**src/rtl/bin_7seg_scan_ctrl.sv**
```systemverilog
// 12-bit binary to 4-digit BCD (shift-add-3, 12 cycles) with a multiplexed, active-low 7-segment scan.
// Accepts one value per 13 cycles; READY_o drops for the whole conversion and VALID_i is ignored meanwhile.
module bin_7seg_scan_ctrl #(
   parameter int SCAN_DIV = 50000,
   parameter bit BLANK_LZ = 1'b1
) (
   input  logic        CLK_i,
   input  logic        RST_i,
   input  logic [11:0] BIN_i,
   input  logic        VALID_i,
   output logic        READY_o,
   output logic [15:0] BCD_o,
   output logic        DONE_o,
   output logic [6:0]  SEG_o,
   output logic [3:0]  DIG_o
);

   localparam int PW = (SCAN_DIV > 1) ? $clog2(SCAN_DIV) : 1;

   typedef enum logic {S_IDLE, S_CONV} state_t;

   state_t        state_q;
   logic [11:0]   shift_q, shift_d;
   logic [15:0]   scr_q, scr_d;
   logic [15:0]   adj;
   logic [27:0]   cat;
   logic [3:0]    cnt_q;
   logic [15:0]   bcd_q;
   logic          done_q;

   logic [PW-1:0] presc_q;
   logic [1:0]    idx_q;
   logic [3:0]    dig_q;
   logic [3:0]    nib;
   logic          blank;

   // One double-dabble iteration: correct every nibble, then shift the pair left.
   always_comb begin
      adj = scr_q;
      for (int k = 0; k < 4; k++) begin
         if (scr_q[4*k +: 4] >= 4'd5)
            adj[4*k +: 4] = scr_q[4*k +: 4] + 4'd3;
      end
      cat     = {adj, shift_q} << 1;
      scr_d   = cat[27:12];
      shift_d = cat[11:0];
   end

   always_ff @(posedge CLK_i) begin
      if (RST_i) begin
         state_q <= S_IDLE;
         shift_q <= '0;
         scr_q   <= '0;
         cnt_q   <= '0;
         bcd_q   <= '0;
         done_q  <= 1'b0;
      end else begin
         done_q <= 1'b0;
         case (state_q)
            S_IDLE: begin
               if (VALID_i) begin
                  shift_q <= BIN_i;
                  scr_q   <= '0;
                  cnt_q   <= '0;
                  state_q <= S_CONV;
               end
            end
            S_CONV: begin
               scr_q   <= scr_d;
               shift_q <= shift_d;
               cnt_q   <= cnt_q + 4'd1;
               if (cnt_q == 4'd11) begin
                  bcd_q   <= scr_d;
                  done_q  <= 1'b1;
                  state_q <= S_IDLE;
               end
            end
            default: state_q <= S_IDLE;
         endcase
      end
   end

   // Free-running scan, independent of the converter.
   always_ff @(posedge CLK_i) begin
      if (RST_i) begin
         presc_q <= '0;
         idx_q   <= '0;
         dig_q   <= 4'b1110;
      end else if (presc_q == PW'(SCAN_DIV - 1)) begin
         presc_q <= '0;
         idx_q   <= idx_q + 2'd1;
         dig_q   <= ~(4'b0001 << (idx_q + 2'd1));
      end else begin
         presc_q <= presc_q + 1'b1;
      end
   end

   always_comb begin
      nib   = bcd_q[4*idx_q +: 4];
      blank = 1'b0;
      if (BLANK_LZ) begin
         case (idx_q)
            2'd1:    blank = (bcd_q[15:4] == 12'd0);
            2'd2:    blank = (bcd_q[15:8] == 8'd0);
            2'd3:    blank = (bcd_q[15:12] == 4'd0);
            default: blank = 1'b0;
         endcase
      end
      if (blank) begin
         SEG_o = 7'b1111111;
      end else begin
         case (nib)
            4'd0:    SEG_o = 7'b1000000;
            4'd1:    SEG_o = 7'b1111001;
            4'd2:    SEG_o = 7'b0100100;
            4'd3:    SEG_o = 7'b0110000;
            4'd4:    SEG_o = 7'b0011001;
            4'd5:    SEG_o = 7'b0010010;
            4'd6:    SEG_o = 7'b0000010;
            4'd7:    SEG_o = 7'b1111000;
            4'd8:    SEG_o = 7'b0000000;
            4'd9:    SEG_o = 7'b0010000;
            default: SEG_o = 7'b1111111;
         endcase
      end
   end

   assign READY_o = (state_q == S_IDLE);
   assign BCD_o   = bcd_q;
   assign DONE_o  = done_q;
   assign DIG_o   = dig_q;

endmodule
```
**config.mk**
```make
export PLATFORM = sky130hd
export DESIGN_NAME = bin_7seg_scan_ctrl
export DESIGN_NICKNAME = d
export VERILOG_FILES = /design/src/rtl/bin_7seg_scan_ctrl.sv
export SDC_FILE = /design/constraint.sdc
export NUM_CORES = 1
export LEC_CHECK = 0
export ABC_AREA = 1
export CAP_MARGIN = 20
export CORE_MARGIN = 2
export CORE_UTILIZATION = 55
export CTS_CLUSTER_DIAMETER = 40
export DETAILED_ROUTE_END_ITERATION = 10
export PLACE_DENSITY_LB_ADDON = 0.2
export SLEW_MARGIN = 10
export SYNTH_ARGS = -nofsm -noshare
export SYNTH_HDL_FRONTEND = slang
export SYNTH_SLANG_ARGS = --single-unit
```
**constraint.sdc**
```tcl
create_clock -name CLK_i -period 3.1 [get_ports CLK_i]
set_input_delay 0.62 -clock CLK_i [delete_from_list [all_inputs] [get_ports CLK_i]]
set_output_delay 0.62 -clock CLK_i [all_outputs]
set_load 0.02 [all_outputs]
```
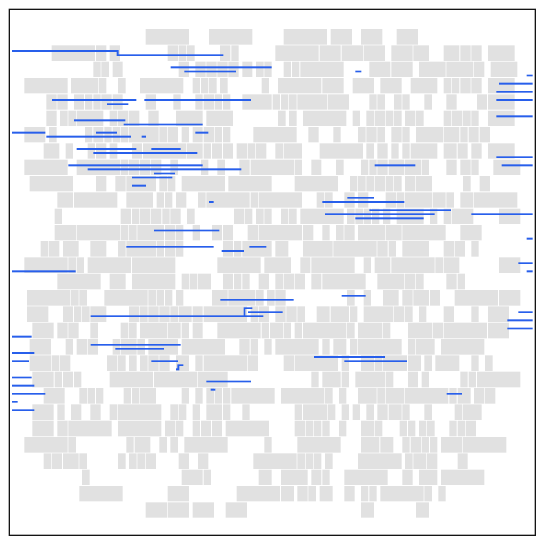
**Above:** the metal 3 layer.
(6 px per um) Cells faint in the background.
longest straight run	28.5 um
share of all routed wire	6.2%
wire length on this layer	533 um
via total after detailed routing: 3613
Final Routed Wirelength: 8.57 mm
global routing usage on met3: 4.74%

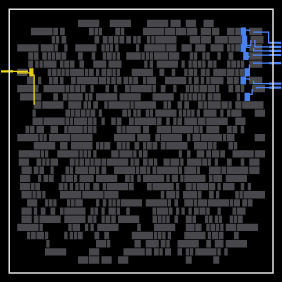
**Above:** port wiring.
(3 px per um)
colour	port	bits	direction	end cells	buffers	wire
yellow	`READY_o`	1	output	1	1	21.2 um
blue	`SEG_o`	7	output	7	7	61.6 um

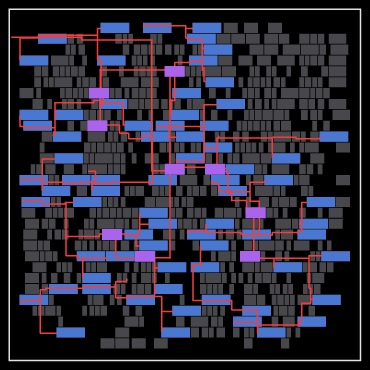
**Above:** clock distribution.
(4 px per um)
[blue] flip-flops | count: 72
[purple] clock-net drivers | count: 9
[red] clock wires | length: 872 um
routed clock nets	10
flops lie	spread over the die

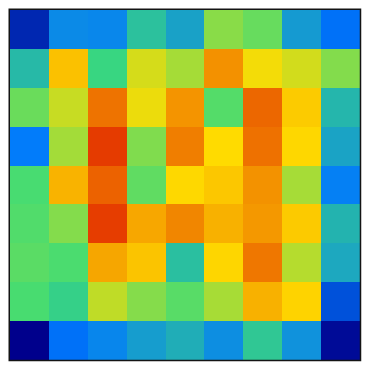
**Above:** cell density map.
(4 px per um) The die is cut into 9 by 9 equal tiles; dark blue is low, red is high, 0 to 100% covered.
densest ninth of the die	centre
fullest tile	93%
nearly empty tiles	1.2%
mean over tiles	58%
tiles over 75% full	35%
effective utilization at floorplan: 56.6%
area of the core: 6760 um^2
core occupancy in the finished layout: 67.1%

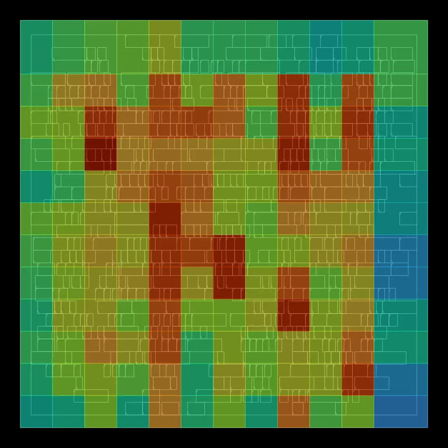
**Above:** track usage over the die.
global-route track usage on met2: 40.0%
met1 GRT Util: 30.5%
global-route usage over all layers: 23.9%
average wire length per cell after detail routing: 12.5 um

==> path summary, 6_finish.rpt <==
check / startpoint / endpoint / slack (ns) / depth (start not counted)
setup / recovery: idx_q[0] / SEG_o[6] / 0.43 / 10
hold / removal: DIG_o[3] / DIG_o[3] / 0.46 / 2
setup reg to reg: state_q / BCD_o[2] / 1.16 / 4
hold reg to reg: DIG_o[3] / DIG_o[3] / 0.46 / 2
==> routing by layer <==
metal | global-route usage [%] | up-vias | share of wire [%]
li1 | - | 1881 | -
met1 | 30.5 | 1609 | 45
met2 | 40.0 | 111 | 47
met3 | 4.74 | 12 | 6.2
met4 | 8.25 | 0 | 1.7
met5 | 0 | - | 0
==> tightest hold or removal path: cells and delay by family (launching register included) <==
family | cells | cell delay (ns)
AND/OR/NAND/NOR | 2 | 0.10
flip-flops | 1 | 0.33
==> synth_stat cells <==
cell type  count
a21oi_1       26
a21oi_2        4
a22o_1         1
a22oi_1        1
buf_1          2
buf_12         1
buf_2          7
buf_4          2
clkbuf_1       4
clkinv_1       1
dfxtp_1       72
ha_1          20
inv_1         70
inv_2          2
nand2_1      149
nand2_2        4
nand2_4        3
nand3_1       84
nand3_2        1
nand3b_1       4
nand4_1        9
nor2_1        32
nor2_2         8
nor2_4         2
nor3_1         2
nor4_1         1
o211ai_1       4
o21a_1         3
o21ai_0       30
or2_0          1
xnor2_1        2
xor2_1         2
==> sequential cells by signal, indices dropped and copies added, names as in the netlist <==
signal	cells
DIG_o	4
state_q	1
DONE_o	1
cnt_q	4
shift_q	12
presc_q	16
idx_q	2
BCD_o	16
scr_q	16
==> area by class of cell <==
class                      instances  area [um^2]  area share, %
tap                               80          100           2.21
inverter                          73          278           6.12
sequential                        72         1440           31.8
clock buffer                      15          166           3.67
multi-input combinational        393         2020           44.5
timing repair buffer              54          531           11.7
==> cell usage in the layout (no fill, tap or decap), drive strengths merged <==
cell / count
ha: 20
o21ai: 30
nand3b: 4
o211ai: 4
a21oi: 30
dfxtp: 72
dlymetal6s2s: 7
nand4: 9
clkdlybuf4s50: 36
clkbuf: 15
clkinv: 1
or2: 1
a22oi: 1
inv: 71
clkinvlp: 1
nand2: 156
nor3: 2
xor2: 2
buf: 11
nand3: 85
xnor2: 2
nor2: 42
a22o: 1
nor4: 1
o21a: 3
==> power by group <==
| group | total (mW) | switching [mW] | internal, mW |
|---|---|---|---|
| combinational | 0.101 | 0.0605 | 0.0409 |
| clock | 0.653 | 0.320 | 0.332 |
| sequential | 0.955 | 0.0147 | 0.940 |
| total | 1.71 | 0.395 | 1.31 |
==> logic make-up (layout without fill, tap and decap cells) <==
family	count (synthesis)	after routing	share of synthesized area (%)
AOI/OAI and AO/OA	69	69	10.0
adders and majority gates	20	20	6.54
and+or+nand+nor	300	300	35.3
DFF	72	72	37.7
buffers and inverters	89	142	9.58
xor gates and xnor gates	4	4	0.915
==> timing repair <==
action / in CTS / in global routing
setup endpoints to repair: 0 / 6
buffers inserted: 0 / 4
hold buffers: 0 / 0
gates resized: 0 / 8
==> flow_metrics.rpt <==
FLOW METRICS REPORT
----------------------------------------------------
[Logic synthesis]
  Syn Area/Cell ........................ 6.91 um^2
  Flip-flop and latch count after synthesis ........................ roughly 72
  Summed standard-cell area reported by yosys ........................ about 3800 um^2
  Post-synthesis net count ........................ between 500 and 600
  Synth Seq Share ........................ between 30% and 40%
  Post-synthesis instance total ........................ around 550
  Yosys cell count ........................ roughly 550
  Top cell type's share of synthesized area ........................ a little under two fifths
  Dominant cells by area after synthesis ........................ dfxtp_1 38%, nand2_1 15%, nand3_1 11%
  Yosys warning count ........................ 0
  Dominant cell type by area after synthesis ........................ dfxtp_1
  Post-synthesis instance area ........................ 3830 um^2
  Unique cell types ........................ 32

[Worst setup path]
  Worst stage delay on the critical path ........................ around 0.38 ns
  Req. time, crit path ........................ around 2.5 ns
  CP startpoint kind ........................ register
  CP endpoint kind ........................ output port
  Peak fanout along the critical path ........................ 10
  WP data arrival ........................ 2.05 ns
  Critical path class ........................ reg -> out
  Worst path slowest cell ........................ dfxtp_1
  Cell family with most CP delay ........................ simple AND/OR/NAND/NOR gates
  Number of buffers and inverters on the critical path ........................ 3
  Worst-path cell chain ........................ clkinvlp_4 -> nand2_1 -> nand3_1 -> nand2_1 -> inv_1 -> ha_1 -> nand3b_1 -> nand3_1 -> nand3_1 -> dlymetal6s2s_1
  Worst path most repeated cell ........................ nand3_1

[Outcome]
  Outcome ........................ complete, no violations

[Finish]
  Cell area after layout ........................ 4540 um^2
  Share of final-layout standard cells stronger than drive strength 1 ........................ under 10%
  NumNets Final ........................ ~640
  Signed area change from the synthesized netlist to the final layout ........................ 18.5%
  Antenna cell count ........................ 0
  Final non-filler cell total ........................ 687
  Number of fillers in the final layout ........................ 583

[Clock tree]
  H-tree depth ........................ 3
  Cell at the root of the clock tree ........................ clkbuf_8
  Clock sink total ........................ 72
  Largest buffer count on any clock path ........................ 2
  Num CTS Buffers ........................ 9
  Clk slew on worst S/H paths ........................ approximately 0.070 ns
  Clock insertion delay at the later pin of the skew report ........................ 0.34 ns
  Clock tree from TritonCTS ........................ done

[Floorplan]
  I/O pin cnt ........................ 44
  Chip width ........................ 87.4 um
  DIE HEIGHT ........................ just under 90 um
  Std cell rows ........................ 30
  DIE AREA ........................ about 7600 um^2

[Placed design]
  Count of input and output buffers ........................ around 43
  DP Area ........................ 4320 um^2
  Placer Congestion ........................ 0.869
  Cell total after placement ........................ between 600 and 700
  Post-Place Setup Slack ........................ 0.396 ns
  Final HPWL from detailed placement ........................ around 6.2 mm

[Final timing]
  Final worst path period share ........................ 86.3%
  Final setup violation count ........................ 0
  Worst Max-Slew Pin Slew ........................ between 0.6 and 0.7 ns
  Final count of hold timing violations ........................ 0
  Clock Skew ........................ 0.00841 ns
  Fmax ........................ approximately 370 MHz
  Crit path time final ........................ approximately 2.7 ns
  Headroom to the max-slew limit ........................ 56.2%
  Max Transition Viols Final ........................ 0
  Smallest setup slack after layout ........................ 0.425 ns
  Setup TNS ........................ 0 ns
  Worst hold slack ........................ around 0.46 ns
  Setup repair after global routing missed its margin ........................ no

[Route]
  Number of design rule violations left after detail routing ........................ 0
  Post-route antenna net violation count ........................ 0
  Drt first pass iters ........................ 5
  Routed via count divided by cell count ........................ roughly 5.3
  Initial DRC count ........................ approximately 150

[Hold path]
  Worst hold-check path type ........................ reg -> reg

[Power]
  Maximum vdd ir drop ........................ about 300 uV
  Static Leak ........................ ~2 nW
  Post-layout power ........................ between 1.5 and 2 mW
  Power per cell area ........................ 377 nW/um^2

[Flow run]
  Count of warning messages emitted by the tools ........................ 38
  Total of max-cap violations ........................ 0

[Global routing]
  Number of antenna violations at the first check in global routing ........................ 0
  Pin count of the biggest net entering global routing ........................ 20
  First-pass GRT wire length ........................ 14.7 mm
  GRT overflow ........................ 0
  Via count of the first global-routing pass ........................ about 3.4k

----------------------------------------------------
Power is estimated from default activity; no workload was simulated.
